`config.mk`:
```
export PLATFORM = sky130hd
export DESIGN_NAME = conv3x3_pack
export DESIGN_NICKNAME = d
export VERILOG_FILES = /design/src/rtl/conv_pkg.sv /design/src/rtl/mac3x3.sv /design/src/rtl/conv3x3_pack.sv
export SDC_FILE = /design/constraint.sdc
export NUM_CORES = 1
export LEC_CHECK = 0
export CAP_MARGIN = 0
export CORE_ASPECT_RATIO = 1.2
export CORE_UTILIZATION = 61
export CTS_BUF_LIST = sky130_fd_sc_hd__clkbuf_8
export DETAILED_ROUTE_END_ITERATION = 7
export PLACE_DENSITY = 0.83
export SLEW_MARGIN = 5
export SYNTH_ARGS = -nofsm -noshare
export SYNTH_HDL_FRONTEND = slang
export SYNTH_HIERARCHICAL = 1
export SYNTH_SLANG_ARGS = --single-unit
```
`constraint.sdc`:
```
create_clock -name pixel_clk -period 7.95 [get_ports pixel_clk]
set_input_delay 1.9875 -clock pixel_clk [delete_from_list [all_inputs] [get_ports pixel_clk]]
set_output_delay 1.9875 -clock pixel_clk [all_outputs]
set_load 0.005 [all_outputs]
```
`src/rtl/conv_pkg.sv`:
```
// Shared constants, pack-state encoding and the result clamp for conv3x3_pack.
package conv_pkg;
    localparam int NIB_W  = 4;
    localparam int WORD_W = 12;
    localparam int ADDR_W = 17;
    localparam int PROD_W = 9;
    localparam int SUM_W  = 12;

    localparam int DEF_IMG_W         = 638;
    localparam int DEF_IMG_H         = 478;
    localparam int DEF_WORDS_PER_ROW = 213;

    // Which nibble of the output word the next result lands in.
    typedef enum logic [1:0] {
        NIB0 = 2'd0,
        NIB1 = 2'd1,
        NIB2 = 2'd2
    } nib_state_e;

    // Arithmetic shift, optional absolute value, then saturate to 0..15.
    function automatic logic [NIB_W-1:0] clamp_nib(input logic signed [SUM_W-1:0] sum,
                                                   input int unsigned shift,
                                                   input bit abs_mode);
        logic signed [SUM_W-1:0] sh;
        sh = sum >>> shift;
        if (abs_mode && sh[SUM_W-1])
            sh = -sh;
        if (sh[SUM_W-1])
            return '0;
        else if (sh > 12'sd15)
            return 4'hF;
        else
            return sh[NIB_W-1:0];
    endfunction
endpackage

```
`src/rtl/mac3x3.sv`:
```
// 3x3 multiply (S1) and adder tree (S2) with valid bits travelling alongside.
module mac3x3 import conv_pkg::*; (
    input  logic                     pixel_clk,
    input  logic                     rst,
    input  logic                     in_valid,
    input  logic [WORD_W-1:0]        pixel1,
    input  logic [WORD_W-1:0]        pixel2,
    input  logic [WORD_W-1:0]        pixel3,
    input  logic [WORD_W-1:0]        kernel1,
    input  logic [WORD_W-1:0]        kernel2,
    input  logic [WORD_W-1:0]        kernel3,
    output logic                     sum_valid,
    output logic signed [SUM_W-1:0]  sum
);
    logic [2:0][WORD_W-1:0]    pix_rows;
    logic [2:0][WORD_W-1:0]    ker_rows;
    logic signed [PROD_W-1:0]  prod_d [9];
    logic signed [PROD_W-1:0]  prod_q [9];
    logic signed [SUM_W-1:0]   sum_d;
    logic signed [SUM_W-1:0]   sum_q;
    logic [1:0]                vld_q;

    assign pix_rows = {pixel1, pixel2, pixel3};
    assign ker_rows = {kernel1, kernel2, kernel3};

    // Unsigned pixel nibble times signed coefficient nibble, both widened to 9 bits.
    always_comb begin
        for (int r = 0; r < 3; r++) begin
            for (int c = 0; c < 3; c++) begin
                prod_d[r*3+c] = $signed({5'b0, pix_rows[r][c*NIB_W +: NIB_W]}) *
                                $signed({{5{ker_rows[r][c*NIB_W+NIB_W-1]}}, ker_rows[r][c*NIB_W +: NIB_W]});
            end
        end
    end

    // Sign-extended sum of the nine registered products.
    always_comb begin
        sum_d = '0;
        for (int i = 0; i < 9; i++)
            sum_d = sum_d + {{(SUM_W-PROD_W){prod_q[i][PROD_W-1]}}, prod_q[i]};
    end

    // Data registers for S1/S2; they need no reset because valid gates them.
    always_ff @(posedge pixel_clk) begin
        prod_q <= prod_d;
        sum_q  <= sum_d;
    end

    // Valid shift register: bit 0 = S1, bit 1 = S2.
    always_ff @(posedge pixel_clk) begin
        if (rst)
            vld_q <= '0;
        else
            vld_q <= {vld_q[0], in_valid};
    end

    assign sum_valid = vld_q[1];
    assign sum       = sum_q;
endmodule

```
`src/rtl/conv3x3_pack.sv`:
```
// 3x3 convolution: MAC pipeline, clamp stage, 3-nibble packer and BRAM addressing.
module conv3x3_pack import conv_pkg::*; #(
    parameter int IMG_W         = DEF_IMG_W,
    parameter int IMG_H         = DEF_IMG_H,
    parameter int WORDS_PER_ROW = DEF_WORDS_PER_ROW,
    parameter int SHIFT         = 0,
    parameter int ABS_MODE      = 0
) (
    input  logic              pixel_clk,
    input  logic              rst,
    input  logic              in_valid,
    input  logic [WORD_W-1:0] pixel1,
    input  logic [WORD_W-1:0] pixel2,
    input  logic [WORD_W-1:0] pixel3,
    input  logic [WORD_W-1:0] kernel1,
    input  logic [WORD_W-1:0] kernel2,
    input  logic [WORD_W-1:0] kernel3,
    output logic              wr_en,
    output logic [ADDR_W-1:0] wr_addr,
    output logic [WORD_W-1:0] wr_data,
    output logic              done
);
    localparam int COL_W = (IMG_W > 1) ? $clog2(IMG_W) : 1;
    localparam int ROW_W = (IMG_H > 1) ? $clog2(IMG_H) : 1;
    localparam int WRD_W = (WORDS_PER_ROW > 1) ? $clog2(WORDS_PER_ROW) : 1;

    logic                     sum_vld;
    logic signed [SUM_W-1:0]  sum;
    logic                     res_vld_q;
    logic [NIB_W-1:0]         res_q;
    nib_state_e               state_q;
    logic [WORD_W-1:0]        pack_q;
    logic [COL_W-1:0]         col_q;
    logic [ROW_W-1:0]         row_q;
    logic [WRD_W-1:0]         word_q;
    logic [ADDR_W-1:0]        base_q;
    logic                     last_col;
    logic                     last_row;
    logic                     wr_now;

    mac3x3 u_mac (
        .pixel_clk (pixel_clk),
        .rst       (rst),
        .in_valid  (in_valid),
        .pixel1    (pixel1),
        .pixel2    (pixel2),
        .pixel3    (pixel3),
        .kernel1   (kernel1),
        .kernel2   (kernel2),
        .kernel3   (kernel3),
        .sum_valid (sum_vld),
        .sum       (sum)
    );

    // S3: clamp the raw sum to a nibble and carry its valid bit.
    always_ff @(posedge pixel_clk) begin
        if (rst) begin
            res_vld_q <= 1'b0;
            res_q     <= '0;
        end else begin
            res_vld_q <= sum_vld;
            res_q     <= clamp_nib(sum, SHIFT, ABS_MODE != 0);
        end
    end

    assign last_col = (col_q == COL_W'(IMG_W-1));
    assign last_row = (row_q == ROW_W'(IMG_H-1));
    // A word is emitted when the third nibble arrives or the row ends early.
    assign wr_now   = res_vld_q && (last_col || state_q == NIB2);

    // Pack FSM plus column/row/word counters; outputs are registered here.
    always_ff @(posedge pixel_clk) begin
        if (rst) begin
            state_q <= NIB0;
            pack_q  <= '0;
            col_q   <= '0;
            row_q   <= '0;
            word_q  <= '0;
            base_q  <= '0;
            wr_en   <= 1'b0;
            wr_addr <= '0;
            wr_data <= '0;
            done    <= 1'b0;
        end else begin
            wr_en <= 1'b0;
            done  <= 1'b0;
            if (res_vld_q) begin
                case (state_q)
                    NIB0: begin
                        pack_q  <= {res_q, 8'h00};
                        wr_data <= last_col ? {res_q, 8'h00} : wr_data;
                        state_q <= last_col ? NIB0 : NIB1;
                    end
                    NIB1: begin
                        pack_q  <= {pack_q[11:8], res_q, 4'h0};
                        wr_data <= last_col ? {pack_q[11:8], res_q, 4'h0} : wr_data;
                        state_q <= last_col ? NIB0 : NIB2;
                    end
                    NIB2: begin
                        pack_q  <= {pack_q[11:4], res_q};
                        wr_data <= {pack_q[11:4], res_q};
                        state_q <= NIB0;
                    end
                    default: state_q <= NIB0;
                endcase

                if (wr_now) begin
                    wr_en   <= 1'b1;
                    wr_addr <= base_q + ADDR_W'(word_q);
                end

                // Row end always flushes, so the word index restarts with the row.
                if (last_col) begin
                    col_q  <= '0;
                    word_q <= '0;
                    if (last_row) begin
                        row_q  <= '0;
                        base_q <= '0;
                        done   <= 1'b1;
                    end else begin
                        row_q  <= row_q + ROW_W'(1);
                        base_q <= base_q + ADDR_W'(WORDS_PER_ROW);
                    end
                end else begin
                    col_q <= col_q + COL_W'(1);
                    if (state_q == NIB2)
                        word_q <= word_q + WRD_W'(1);
                end
            end
        end
    end
endmodule

```
==> out/qor.txt <==
Outcome = finished, final reports clean
Die Y = 163 µm
Synth unique cells = 55
Relative slew slack = 30.5%
CTS tree = yes
CP bufs+invs = 6
Layout Cells excl Fill = 1,793
Crit end category = register
CP startpoint = kernel3[7]
Synth Area in Compound Gates = 8.12%
Post-CTS Setup Inserts = 0
Worst r2r path cells = 13
Placed insts = 1,762
M1 WL = 10.2 mm
Top flop regs = u_mac/prod_q x81, base_q x17, wr_addr x17
# Taps = 270
Dominant comb cell = adder cells
Max Slew Vio Count = 0
Most frequent CP cell = inv_1
Max FFs per register = 81
Yosys Instances = 1,415
Bufs w/o clock = 106
Yosys reg bits = 185
Crit path max fanout = 4
CTS root buf = clkbuf_8
Reg-to-reg critical path startpoint = u_mac/prod_q[6]$_DFF_P_
Clock-cell share of area = 2.62%
Tool Warnings = 30
Die width = 136 µm
Crit path depth = 15
Hold Fails Final Rpt = 0
Dpl hpwl = 20.2 mm
Register area = 3700 µm²
Number of enable flip-flop cells = 0
CP peak stage delay = 0.57 ns
Global Route met3 Usage = 3.88%
Hold path cells = 1
HP Start = u_mac/sum[0]$_DFF_P_
Detailed Routing Iterations Pass 1 = 5
CP Capture Point = u_mac/prod_q[70]$_DFF_P_
Final setup fails = 0
Drt initial violations = 422
CLK BUF = 18
Yosys Warn Count = 6
Dominant flop cell = dfxtp_1
Inserted Clock Buffers = 17
Placer Congestion = 0.842
Post-placement setup slack = 2.46 ns
Routed vias = 9,617
CP Data Arrival Time = 5.39 ns
Logic Gate Count = 947
Worst clock skew = 0.0165 ns
Non-clock buffer share = 7.08%
Top Metal Used = met4
First-pass GRT wire length = 44.0 mm
Largest cell class by area = multi-input combinational cells
Crit path cell chain = clkdlybuf4s50_1, inv_1, nor2_1, fa_1, inv_1, fa_1, fa_1, inv_1, ha_1, inv_1, fa_1, inv_1, a21o_1, a21oi_1, xnor2_1
Routing usage on met2 = 47.6%
Gr usage total = 25.1%
Max Cap Viol = 0
Mux share = 0.378%
Synth-to-layout area growth = 12.4%
Worst-path clk slew = 0.09 ns
Syn_nets = 1,783
Measured slew at the worst slew-check pin = 1.04 ns
Top cell excl fill/tap = inv_1
Xor/xnor share = 5.69%
Antenna-violating nets left = 0
Simple Share, Synth = 15.5%
Largest reg by FF count = u_mac/prod_q
Area post-placement = 14,500 µm²
NumNets Final = 1,879
GR Overflow Total = 0
Mapped Area = 13,200 µm²
Vias in the first global route = 10,100
Initial antenna violation count = 0
Die area = 22,300 µm²
Yosys adder share = 34.0%
Seq/Total Area, Yosys = 28.0%
Routed wire length = 25.8 mm
Critical path required time = 8.31 ns
# fillers = 1,561
Pre-Place Util = 62.7%
Worst hold margin = 0.450 ns
Non-clock inverter count = 254
Setup TNS = 0 ns
Top Layout Cells = 254 x inv_1, 185 x dfxtp_1, 182 x ha_1, 111 x fa_1, 108 x nor2_1
[synth_stat cells, types with 9 or more instances]
master | number | area, µm²
o211ai_1 | 9 | 67.6
a21oi_1 | 54 | 270
clkbuf_1 | 12 | 45.0
and2_1 | 75 | 469
nand2b_1 | 20 | 125
nor3_1 | 21 | 105
a211oi_1 | 17 | 128
fa_1 | 111 | 2220
ha_1 | 182 | 2280
nand2_1 | 81 | 304
nor2_1 | 108 | 405
a21o_1 | 23 | 173
nand4_1 | 18 | 113
xnor2_1 | 47 | 412
xor2_1 | 39 | 342
nor2b_1 | 10 | 62.6
buf_2 | 12 | 60.1
o21ai_0 | 20 | 100
dfxtp_1 | 185 | 3700
nand3_1 | 29 | 145
inv_1 | 254 | 953
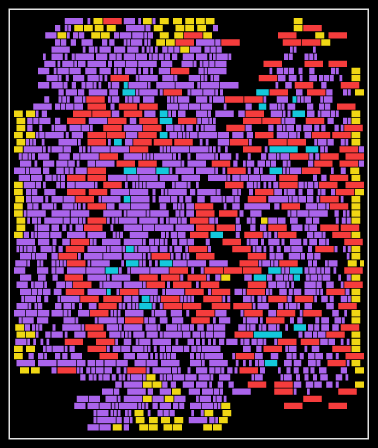
(placed cells, one color a class)
Key: clock drivers and dummy loads = cyan [cells 31, share of their area 2.7%]; flip-flops = red [cells 185, share of their area 25%]; other buffers and delay cells = yellow [cells 106, share of their area 7.2%]; all other logic = purple [cells 1,201, share of their area 65%]
core area: 21,100 µm²
FP Rows: 58
Layout Utilization: 70.5%
flop share of the area: 24.9%

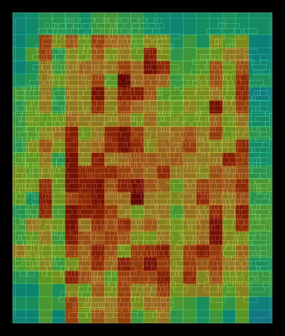
(track usage over the die)
met1 Use GR: 26.5%
DR WL/cell: 14.4 µm

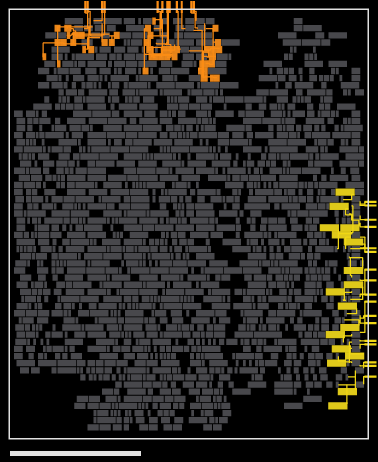
(I/O nets highlighted)
Scale bar: 50 µm.
Key: `pixel3` = orange [bits 12, direction input, edge top, end cells 48, buffers 12, wire 432 µm]; `wr_addr` = yellow [bits 17, direction output, edge right, end cells 17, buffers 17, wire 236 µm]
Buffers on Ports: 105
Ports: 106

